Fig. 1: M1 wires
Scale bar: 50 µm. Supply wires on this layer in gray.
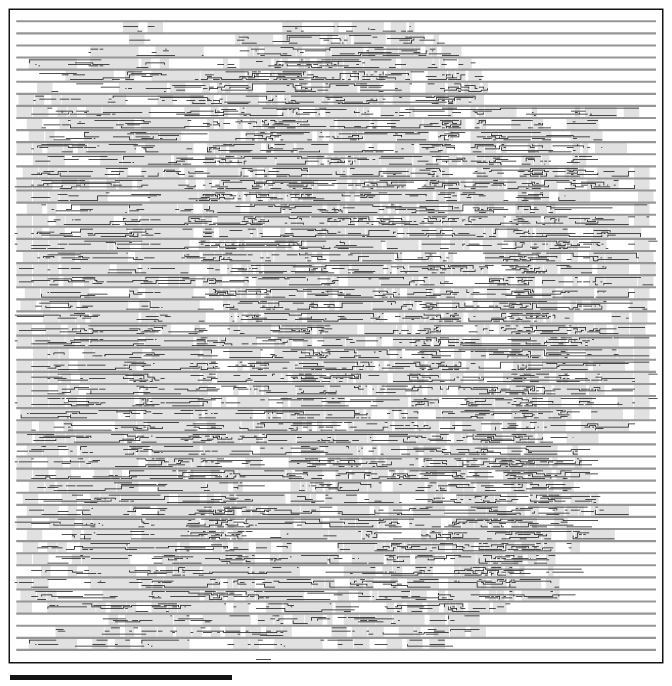
Fig. 2: sequential cells grouped by signal name
Scale bar: 50 µm. Other sequential cells in the stronger gray, the rest of the logic in the fainter gray.
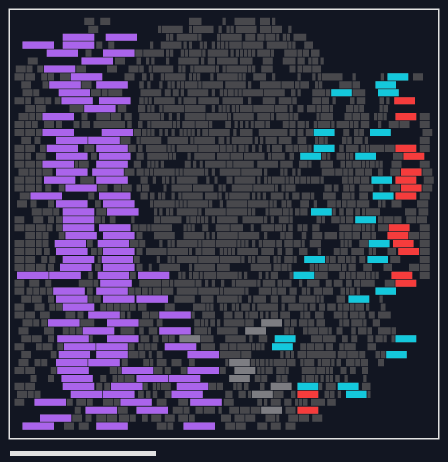
Fig. 3: routing congestion map
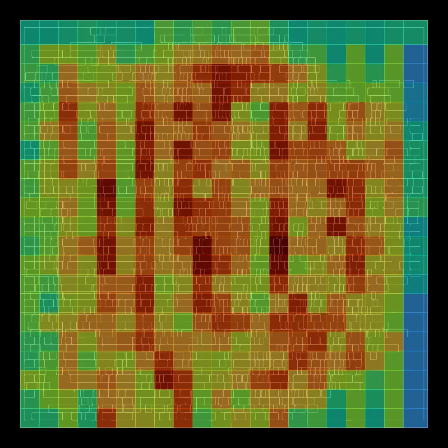
<file path="src/rtl/student_stream_mixer.sv">
// N-channel audio stream mixer: per-channel requantisation, gain, summation
// and output saturation, one channel per cycle, triggered by an IIS frame tick.
// Optional build macro STUDENT_MIXER_ROUND_EN selects round-half-up
// requantisation instead of a plain truncating shift.
module student_stream_mixer #(
    parameter int NUM_CH     = 2,
    parameter int DATA_IN_W  = 64,
    parameter int DATA_OUT_W = 16,
    parameter int SHIFT      = 15,
    parameter int GAIN_W     = 8
) (
    input  logic                           clk_i,
    input  logic                           rst_i,
    input  logic [NUM_CH-1:0]              ch_valid_i,
    input  logic [NUM_CH*DATA_IN_W-1:0]    ch_data_i,
    input  logic [NUM_CH-1:0]              ch_enable_i,
    input  logic [NUM_CH*GAIN_W-1:0]       gain_i,
    input  logic                           frame_strobe_i,
    input  logic                           clear_i,
    output logic [DATA_OUT_W-1:0]          mix_o,
    output logic                           mix_valid_o,
    output logic                           sat_o,
    output logic                           overrun_o
);

    localparam int IDX_W  = (NUM_CH > 1) ? $clog2(NUM_CH) : 1;
    localparam int PROD_W = DATA_OUT_W + GAIN_W + 1;
    localparam int ACC_W  = DATA_OUT_W + GAIN_W + $clog2(NUM_CH) + 1;

    localparam logic [1:0] ST_IDLE   = 2'd0;
    localparam logic [1:0] ST_ACCUM  = 2'd1;
    localparam logic [1:0] ST_OUTPUT = 2'd2;

    // Clamp bounds for the requantised sample and for the final sum.
    localparam logic signed [DATA_IN_W:0] S_MAX =
        {{(DATA_IN_W - DATA_OUT_W + 2){1'b0}}, {(DATA_OUT_W - 1){1'b1}}};
    localparam logic signed [DATA_IN_W:0] S_MIN = ~S_MAX;
    localparam logic signed [ACC_W-1:0]   A_MAX =
        {{(ACC_W - DATA_OUT_W + 1){1'b0}}, {(DATA_OUT_W - 1){1'b1}}};
    localparam logic signed [ACC_W-1:0]   A_MIN = ~A_MAX;

    logic [1:0]                    state_q, state_d;
    logic [IDX_W-1:0]              idx_q;
    logic signed [ACC_W-1:0]       acc_q;
    logic [DATA_IN_W-1:0]          hold_q [NUM_CH];
    logic [NUM_CH-1:0]             pending_q, pending_d;
    logic [DATA_OUT_W-1:0]         mix_q;
    logic                          mix_valid_q;
    logic                          sat_q, overrun_q;

    logic [GAIN_W-1:0]             gain_arr [NUM_CH];

    genvar gi;
    generate
        for (gi = 0; gi < NUM_CH; gi++) begin : g_gain
            assign gain_arr[gi] = gain_i[gi*GAIN_W +: GAIN_W];
        end
    endgenerate

    // Datapath for the channel currently selected by idx_q.
    logic [DATA_IN_W-1:0]          sel_hold;
    logic [GAIN_W-1:0]             sel_gain;
    logic                          sel_en;
    logic signed [DATA_IN_W:0]     ext;
    logic signed [DATA_IN_W:0]     shifted;
    logic                          ch_clamp;
    logic signed [DATA_OUT_W-1:0]  s_val;
    logic signed [GAIN_W:0]        gain_s;
    logic signed [PROD_W-1:0]      prod;
    logic signed [PROD_W-1:0]      term;
    logic signed [ACC_W-1:0]       term_eff;
    logic signed [ACC_W-1:0]       acc_sum;
    logic                          out_clamp;
    logic [DATA_OUT_W-1:0]         mix_sat;

`ifdef STUDENT_MIXER_ROUND_EN
    localparam logic signed [DATA_IN_W:0] HALF = (DATA_IN_W + 1)'(1) << (SHIFT - 1);
`endif

    // Requantise, clamp, scale and accumulate the selected channel.
    always_comb begin
        sel_hold = hold_q[idx_q];
        sel_gain = gain_arr[idx_q];
        sel_en   = ch_enable_i[idx_q];
        ext      = {sel_hold[DATA_IN_W-1], sel_hold};
`ifdef STUDENT_MIXER_ROUND_EN
        shifted  = (ext + HALF) >>> SHIFT;
`else
        shifted  = ext >>> SHIFT;
`endif
        ch_clamp = 1'b0;
        if (shifted > S_MAX) begin
            s_val    = S_MAX[DATA_OUT_W-1:0];
            ch_clamp = 1'b1;
        end else if (shifted < S_MIN) begin
            s_val    = S_MIN[DATA_OUT_W-1:0];
            ch_clamp = 1'b1;
        end else begin
            s_val    = shifted[DATA_OUT_W-1:0];
        end
        gain_s   = {1'b0, sel_gain};
        prod     = PROD_W'(s_val) * PROD_W'(gain_s);
        term     = prod >>> (GAIN_W - 1);
        term_eff = sel_en ? ACC_W'(term) : '0;
        acc_sum  = acc_q + term_eff;
        out_clamp = 1'b0;
        if (acc_sum > A_MAX) begin
            mix_sat   = A_MAX[DATA_OUT_W-1:0];
            out_clamp = 1'b1;
        end else if (acc_sum < A_MIN) begin
            mix_sat   = A_MIN[DATA_OUT_W-1:0];
            out_clamp = 1'b1;
        end else begin
            mix_sat   = acc_sum[DATA_OUT_W-1:0];
        end
    end

    // Next state of the mix-pass sequencer.
    always_comb begin
        state_d = state_q;
        case (state_q)
            ST_IDLE:   if (frame_strobe_i) state_d = ST_ACCUM;
            ST_ACCUM:  if (idx_q == IDX_W'(NUM_CH - 1)) state_d = ST_OUTPUT;
            ST_OUTPUT: state_d = ST_IDLE;
            default:   state_d = ST_IDLE;
        endcase
    end

    // Pending bits: cleared by the pass as each channel is consumed, but a
    // fresh capture in the same cycle keeps the bit set.
    always_comb begin
        pending_d = pending_q;
        if (state_q == ST_ACCUM) pending_d[idx_q] = 1'b0;
        pending_d = pending_d | ch_valid_i;
    end

    // Capture, sequencing, accumulation and sticky flag registers.
    always_ff @(posedge clk_i) begin
        if (rst_i) begin
            state_q     <= ST_IDLE;
            idx_q       <= '0;
            acc_q       <= '0;
            pending_q   <= '0;
            mix_q       <= '0;
            mix_valid_q <= 1'b0;
            sat_q       <= 1'b0;
            overrun_q   <= 1'b0;
            for (int k = 0; k < NUM_CH; k++) hold_q[k] <= '0;
        end else begin
            state_q     <= state_d;
            pending_q   <= pending_d;
            mix_valid_q <= 1'b0;
            for (int k = 0; k < NUM_CH; k++) begin
                if (ch_valid_i[k]) hold_q[k] <= ch_data_i[k*DATA_IN_W +: DATA_IN_W];
            end

            if (state_q == ST_IDLE && frame_strobe_i) begin
                acc_q <= '0;
                idx_q <= '0;
            end else if (state_q == ST_ACCUM) begin
                acc_q <= acc_sum;
                idx_q <= idx_q + 1'b1;
                if (idx_q == IDX_W'(NUM_CH - 1)) begin
                    mix_q       <= mix_sat;
                    mix_valid_q <= 1'b1;
                end
            end

            // Clear first, then any new event re-sets the flag.
            if (clear_i) begin
                sat_q     <= 1'b0;
                overrun_q <= 1'b0;
            end
            if (state_q == ST_ACCUM && sel_en &&
                (ch_clamp || (idx_q == IDX_W'(NUM_CH - 1) && out_clamp)))
                sat_q <= 1'b1;
            if ((|(ch_valid_i & pending_q)) ||
                (frame_strobe_i && state_q != ST_IDLE))
                overrun_q <= 1'b1;
            if (state_q == ST_ACCUM && idx_q == IDX_W'(NUM_CH - 1) && out_clamp)
                sat_q <= 1'b1;
        end
    end

    assign mix_o       = mix_q;
    assign mix_valid_o = mix_valid_q;
    assign sat_o       = sat_q;
    assign overrun_o   = overrun_q;

endmodule

</file>
<file path="config.mk">
export PLATFORM = sky130hd
export DESIGN_NAME = student_stream_mixer
export DESIGN_NICKNAME = d
export VERILOG_FILES = /design/src/rtl/student_stream_mixer.sv
export SDC_FILE = /design/constraint.sdc
export NUM_CORES = 1
export LEC_CHECK = 0
export CORE_UTILIZATION = 57
export CTS_BUF_LIST = sky130_fd_sc_hd__clkbuf_4 sky130_fd_sc_hd__clkbuf_8
export DETAILED_ROUTE_END_ITERATION = 8
export PLACE_DENSITY = 0.83
export SYNTH_ARGS = -nofsm -noshare
export SYNTH_HDL_FRONTEND = slang
export SYNTH_SLANG_ARGS = --single-unit
</file>
<file path="constraint.sdc">
create_clock -name clk_i -period 11.67 [get_ports clk_i]
set_input_delay 2.334 -clock clk_i [delete_from_list [all_inputs] [get_ports clk_i]]
set_output_delay 2.334 -clock clk_i [all_outputs]
set_load 0.05 [all_outputs]
</file>
==> out/qor.csv <==
stage,metric,value,unit
finish,lay_top_count,inv_1,
finish,signal_buffers,157,
floorplan,chipArea,21500,µm²
setup_path,reg2reg_depth,39,
timing,whs,0.468,ns
min_path,hold_end,acc_q[6],
timing,final.setup.worst_slack,0.572,ns
floorplan,pin_count,171,
clock_tree,cts_tree,done,
clock_tree,ctsResizeCount,0,
grt,grt_max_degree,99,
timing,worst_pin_slew,1.23,ns
run_status,status,finished clean,
logic_synthesis,ys_top_cells_by_count,"inv_1 (154), nor2_1 (122), and2_1 (108), nand2_1 (105), fa_1 (102)",
min_path,min_path_cells,2,
finish,bufAreaShareNonClock,0.109,
setup_path,start_kind,input port,
logic_synthesis,synth_async_sr_flop_share,0,
placement,gp_congestion,0.903,
min_path,hold_path.class,reg -> reg,
logic_synthesis,yosysCellCount,1236,
route,dr.pass1.iters,5,
route,routed.top_layer,met4,
setup_path,crit_fanout,16,
route,viasPerCell,5.56,
grt,grt_util_met3,0.0441,
setup_path,crit_required,12.08,ns
finish,clkCellAreaFrac,0.0260,
setup_path,critPathKind,in -> reg,
route,drc,0,
grt,grt_overflow,0,
finish,dominant_cells,logic gates,
clock_tree,hold_buffers,0,
finish,logic_area,7210,µm²
logic_synthesis,synth_cells,1236,
timing,rsz0062_at_grt,false,
clock_tree,cts_buffers,17,
placement,dpl.hpwl,21100,µm
timing,max_slew_margin,0.180,
About Fig. 1:
- wire length on this layer: 11500 µm
- longest straight run: 41.4 µm
- nets with wire on the layer: 1495
- main direction: horizontal
- share of all routed wire: 42%
Post-Route WL: 27300 µm
via count: 9184
GR Util met1: 0.336

About Fig. 2:
- `mix_o`: red (placed flops 16)
- `hold_q`: purple (placed flops 98; where a column on the left)
- `acc_q`: cyan (placed flops 26)
final cell utilization of the core: 0.687
flop share of the area: 0.283
FF/Latch Area: 3960 µm²

About Fig. 3:
Top Usage Layer GRT: met2
met2 Use GR: 0.450
per-cell routed wire length: 16.6 µm

[critical path, delay by kind of cell]
| kind | cells | cell delay [ns] |
|---|---|---|
| mux | 1 | 0.40 |
| xor+xnor | 2 | 0.42 |
| fa+ha+maj | 6 | 2.81 |
| compound gates | 12 | 2.80 |
| buf+inv | 4 | 0.62 |
| simple gates | 11 | 2.06 |
[cells by family (layout without fill, tap and decap cells)]
family,count (synthesis),in the layout,share of synthesized area
DFF,149,149,0.332
xor gates and xnor gates,44,44,0.0323
adders and majority gates,169,169,0.241
AOI/OAI and AO/OA,178,178,0.104
buffers and inverters,199,344,0.0646
and+or+nand+nor,463,463,0.196
muxes,34,34,0.0302
